--- config.mk ---
export PLATFORM = sky130hd
export DESIGN_NAME = itof_seq
export DESIGN_NICKNAME = d
export VERILOG_FILES = /design/src/rtl/fpu_pkg.sv /design/src/rtl/itof_rfifo.sv /design/src/rtl/itof_seq.sv
export SDC_FILE = /design/constraint.sdc
export NUM_CORES = 1
export LEC_CHECK = 0
export ABC_AREA = 1
export CAP_MARGIN = 40
export CORE_MARGIN = 1
export CORE_UTILIZATION = 46
export DETAILED_ROUTE_END_ITERATION = 10
export GPL_TIMING_DRIVEN = 1
export PLACE_DENSITY = 0.66
export SLEW_MARGIN = 10
export SYNTH_ARGS = -nofsm -noshare
export SYNTH_HDL_FRONTEND = slang
export SYNTH_HIERARCHICAL = 1
export SYNTH_SLANG_ARGS = --single-unit
--- constraint.sdc ---
create_clock -name clk -period 3.85 [get_ports clk]
set_input_delay 0.77 -clock clk [delete_from_list [all_inputs] [get_ports clk]]
set_output_delay 0.77 -clock clk [all_outputs]
set_load 0.005 [all_outputs]
--- src/rtl/fpu_pkg.sv ---
// rtl/fpu_pkg.sv - shared parameters for integer/float conversion units
package fpu_pkg;

   localparam int ITOF_LAT   = 3;
   localparam int ITOF_DEPTH = 8;
   localparam int ITOF_TAG_W = 5;
   localparam int FP32_W     = 32;

   // Occupancy counters must be able to represent a completely full buffer.
   function automatic int fifo_cnt_w(input int depth);
      return $clog2(depth) + 1;
   endfunction

endpackage

--- src/rtl/itof_rfifo.sv ---
// rtl/itof_rfifo.sv - result FIFO holding {float result, tag} for itof_seq
module itof_rfifo
   import fpu_pkg::*;
#(
   parameter int DW    = FP32_W + ITOF_TAG_W,
   parameter int DEPTH = ITOF_DEPTH
) (
   input  logic                   clk,
   input  logic                   reset,
   input  logic                   push_i,
   input  logic [DW-1:0]          push_data_i,
   input  logic                   pop_i,
   output logic [DW-1:0]          head_o,
   output logic [$clog2(DEPTH):0] count_o
);

   localparam int AW = $clog2(DEPTH);

   logic [DW-1:0] mem_q [DEPTH];
   logic [AW-1:0] wr_ptr_q, wr_ptr_d;
   logic [AW-1:0] rd_ptr_q, rd_ptr_d;
   logic [AW:0]   count_q, count_d;
   logic          do_pop;

   // A pop against an empty buffer is ignored so the count cannot wrap.
   assign do_pop  = pop_i && (count_q != '0);
   assign head_o  = mem_q[rd_ptr_q];
   assign count_o = count_q;

   // Pointer and occupancy next state; pointers wrap naturally at DEPTH.
   always_comb begin
      wr_ptr_d = wr_ptr_q;
      rd_ptr_d = rd_ptr_q;
      count_d  = count_q;
      if (push_i) wr_ptr_d = wr_ptr_q + AW'(1);
      if (do_pop) rd_ptr_d = rd_ptr_q + AW'(1);
      case ({push_i, do_pop})
         2'b10:   count_d = count_q + (AW+1)'(1);
         2'b01:   count_d = count_q - (AW+1)'(1);
         default: count_d = count_q;
      endcase
   end

   // Pointer and occupancy registers.
   always_ff @(posedge clk) begin
      if (reset) begin
         wr_ptr_q <= '0;
         rd_ptr_q <= '0;
         count_q  <= '0;
      end else begin
         wr_ptr_q <= wr_ptr_d;
         rd_ptr_q <= rd_ptr_d;
         count_q  <= count_d;
      end
   end

   // Storage; cleared on reset so the head reads zero until the first push.
   always_ff @(posedge clk) begin
      if (reset) begin
         for (int i = 0; i < DEPTH; i++) mem_q[i] <= '0;
      end else if (push_i) begin
         mem_q[wr_ptr_q] <= push_data_i;
      end
   end

   // Credit logic upstream must make a push into a full buffer impossible.
   always_ff @(posedge clk) begin
      if (!reset) assert (!(push_i && (count_q == (AW+1)'(DEPTH))));
   end

endmodule

--- src/rtl/itof_seq.sv ---
// rtl/itof_seq.sv - sequencer around an external int-to-float stage with tag tracking and result buffering
module itof_seq
   import fpu_pkg::*;
#(
   parameter int LAT   = ITOF_LAT,
   parameter int DEPTH = ITOF_DEPTH,
   parameter int TAG_W = ITOF_TAG_W
) (
   input  logic             clk,
   input  logic             reset,
   input  logic             in_valid,
   output logic             in_ready,
   input  logic [31:0]      in_data,
   input  logic [TAG_W-1:0] in_tag,
   output logic [31:0]      cvt_op,
   input  logic [31:0]      cvt_result,
   output logic             out_valid,
   input  logic             out_ready,
   output logic [31:0]      out_data,
   output logic [TAG_W-1:0] out_tag,
   output logic             busy
);

   localparam int CW = fifo_cnt_w(DEPTH);
   localparam int DW = FP32_W + TAG_W;

   // Stage i mirrors the itof stage: stage LAT lines up with cvt_result.
   logic [LAT:0]            vld_q, vld_d;
   logic [LAT:0][TAG_W-1:0] tag_q, tag_d;

   logic          accept;
   logic          pop;
   logic          push;
   logic [CW-1:0] fifo_count;
   logic [CW:0]   pipe_cnt;
   logic [CW:0]   credit_used;
   logic [DW-1:0] head;

   // The itof stage samples every edge; only accepted samples are tracked.
   assign cvt_op    = in_data;
   assign accept    = in_valid && in_ready;
   assign pop       = out_valid && out_ready;
   assign push      = vld_q[LAT];
   assign out_valid = (fifo_count != '0);
   assign busy      = (|vld_q) || out_valid;
   assign out_data  = head[DW-1:TAG_W];
   assign out_tag   = head[TAG_W-1:0];

   // Tracking pipe next state: stage 0 takes the new request, others shift.
   always_comb begin
      vld_d = {vld_q[LAT-1:0], accept};
      tag_d = {tag_q[LAT-1:0], in_tag};
   end

   // Tracking pipe registers.
   always_ff @(posedge clk) begin
      if (reset) begin
         vld_q <= '0;
         tag_q <= '0;
      end else begin
         vld_q <= vld_d;
         tag_q <= tag_d;
      end
   end

   // Every in-flight op owns a FIFO slot, so new work is admitted only while
   // buffered plus in-flight results (less the one leaving now) fit.
   always_comb begin
      pipe_cnt = '0;
      for (int i = 0; i <= LAT; i++) pipe_cnt = pipe_cnt + (CW+1)'(vld_q[i]);
      credit_used = {1'b0, fifo_count} + pipe_cnt - (CW+1)'(pop);
      in_ready    = !reset && (credit_used < (CW+1)'(DEPTH));
   end

   itof_rfifo #(
      .DW    (DW),
      .DEPTH (DEPTH)
   ) u_rfifo (
      .clk         (clk),
      .reset       (reset),
      .push_i      (push),
      .push_data_i ({cvt_result, tag_q[LAT]}),
      .pop_i       (pop),
      .head_o      (head),
      .count_o     (fifo_count)
   );

endmodule

==> reports/metrics.cfg <==
[synthesis]
yosys_cells = 1456
yosys.area.top_type = edfxtp_1
synth.distinct_cells = 29
yosys.area_share.simple_pct = 16.6
mux_share_pct = 2.49
synth_cells = 1456
ys_seq_share_pct = 64.9

[layout]
seqCellArea_um2 = 9640
logic_area_um2 = 4280
nNetsFinal = 1595
layout_top_cell = nor2_1
drive_gt1_share_pct = 9.71

[power_and_ir_drop]
power_density_nw_per_um2 = 462
p_sw_w = 0.00177
power_switching_share_pct = 22.2
vdd_drop_max_uv = 235
power.internal_w = 0.00619

[setup_path]
path_buffers = 5
crit_path_max_fanout = 2

[clocking]
htree_levels = 2
clock-root-buffer = clkbuf_16
hold_buffers = 0

[sta]
max_clock_freq_ghz = 0.255
fin_ws_ns = -0.0775
maxSlewHeadroom_pct = 40.9
setup_viol = 1
min_period_ns = 3.93
hold_viol = 0

[grt]
gr-total-overflow = 0
grt_use_total_pct = 21.5
first_global_vias = 10433
grt_pass1_wl_um = 55500
grt_max_degree = 149

[outcome]
violations = setup timing
status = finished, violations left

[floorplanning]
rows = 65
dieWidth_um = 182

[routing]
routed_wl_um = 35200
ant_nets = 0
drc = 0
vias_per_cell = 5.37

[placement]
portBuffers = 80

[state kept, by name, summed over array words and instances (netlist names), named ones only]
signal            cells
u_rfifo/rd_ptr_q      3
vld_q                 4
tag_q                 5
u_rfifo/count_o       4
u_rfifo/mem_q       296
tag_d                15
u_rfifo/wr_ptr_q      3
[metal layers]
layer  vias up  track usage (%)  routed length (um)
met2       354             36.7               17000
met4         0             7.32                 889
met5         -                0                   0
met1      5064             27.9               15000
li1       4913                -                   -
met3        70             3.47                2300
[area by class of cell]
class | instances | area share (%)
sequential | 333 | 56.0
multi-input combinational | 906 | 24.8
timing repair buffer | 132 | 7.77
clock buffer | 52 | 5.76
tap | 402 | 2.92
inverter | 99 | 2.19
clock inverter | 13 | 0.545
[worst register-to-register path: cells and delay by family, from the launching register on]
family                     cells  cell delay (ns)
adders and majority gates      3             0.47
xor gates and xnor gates       1             0.18
and+or+nand+nor                5             0.48
DFF                            1             0.32
buffers and inverters         19             2.07
AOI/OAI and AO/OA              2             0.18
[through the flow]
step           cell area (um^2)  utilization (%)  TNS (ns)  total power (W)
6_report                  17200             54.4   -0.0775          0.00796
5_1_grt                   17200             54.4    -0.311          0.00823
4_1_cts                   17100             54.0    -0.420          0.00799
3_5_place_dp              15800             50.0    -0.456          0.00475
3_3_place_gp              15800             49.9    -0.430          0.00473
2_1_floorplan             14800                -         0          0.00450
[synthesized netlist by cell type]
cell type  count
dfxtp_1       37
nand2_1      151
buf_2         31
a21oi_2        1
nand3_1        7
edfxtp_1     296
mux2i_1       37
xnor2_1        1
nand3_2        2
buf_8          1
inv_2          3
xor2_1         1
o21ai_1       26
fa_1           1
buf_1          2
ha_1          13
o22ai_1       37
clkbuf_1      31
nor2_2         3
nor3_1         3
inv_1         96
buf_12         1
buf_6         10
buf_4         38
nand2_2        1
clkbuf_2       4
o21ai_0      132
a21oi_1       10
nor2_1       480
[worst paths after layout]
| kind | startpoint | to | slack (ns) | depth (start not counted) |
|---|---|---|---|---|
| max | u_rfifo/count_o[2]$_SDFFE_PP0P_ | in_ready | -0.08 | 19 |
| min | tag_d[10]$_SDFF_PP0_ | tag_d[15]$_SDFF_PP0_ | 0.40 | 2 |
| max reg2reg | u_rfifo/count_o[2]$_SDFFE_PP0P_ | u_rfifo/count_o[2]$_SDFFE_PP0P_ | 0.07 | 30 |
| min reg2reg | tag_d[10]$_SDFF_PP0_ | tag_d[15]$_SDFF_PP0_ | 0.40 | 2 |
[power groups by stage]
stage	Combinational (W)	Clock [W]	Sequential [W]
4_1_cts	0.000631	0.00327	0.00409
3_5_place_dp	0.000587	0	0.00416
3_3_place_gp	0.000574	0	0.00416
5_1_grt	0.000715	0.00341	0.00410
6_report	0.000652	0.00322	0.00409
2_1_floorplan	0.000342	0	0.00416
[what timing repair did]
action,4_1_cts,5_1_grt
endpoints found under the setup margin,1,5
endpoints found under the hold margin,0,0
resized,21,28
setup buffers,20,6
pin swaps,11,20
Figure 1. Met4 routing.
(2 px per um)
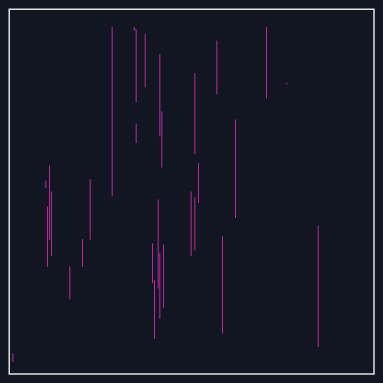
wire length on this layer = 889 um
nets with wire on the layer = 19
longest straight run = 84.3 um
share of all routed wire = 2.5%

Figure 2. Clock network drawn from the DEF.
(3 px per um)
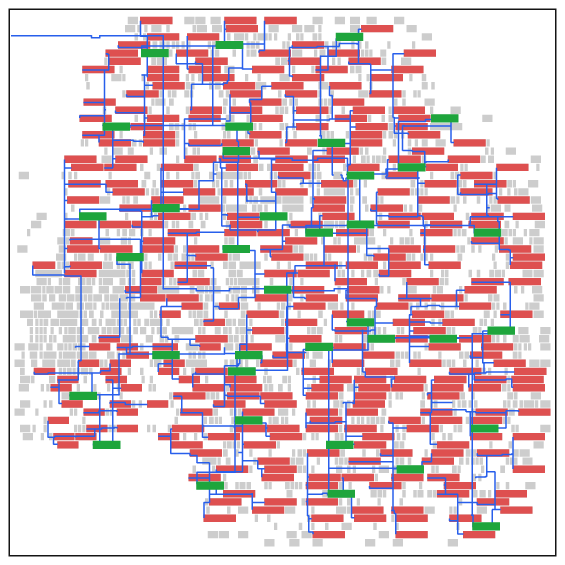
blue -> clock wires  # length 3920 um
green -> cells driving clock nets  # count 36
red -> flip-flops  # count 333
routed clock nets = 37

Power and IR drop assume default switching activity.
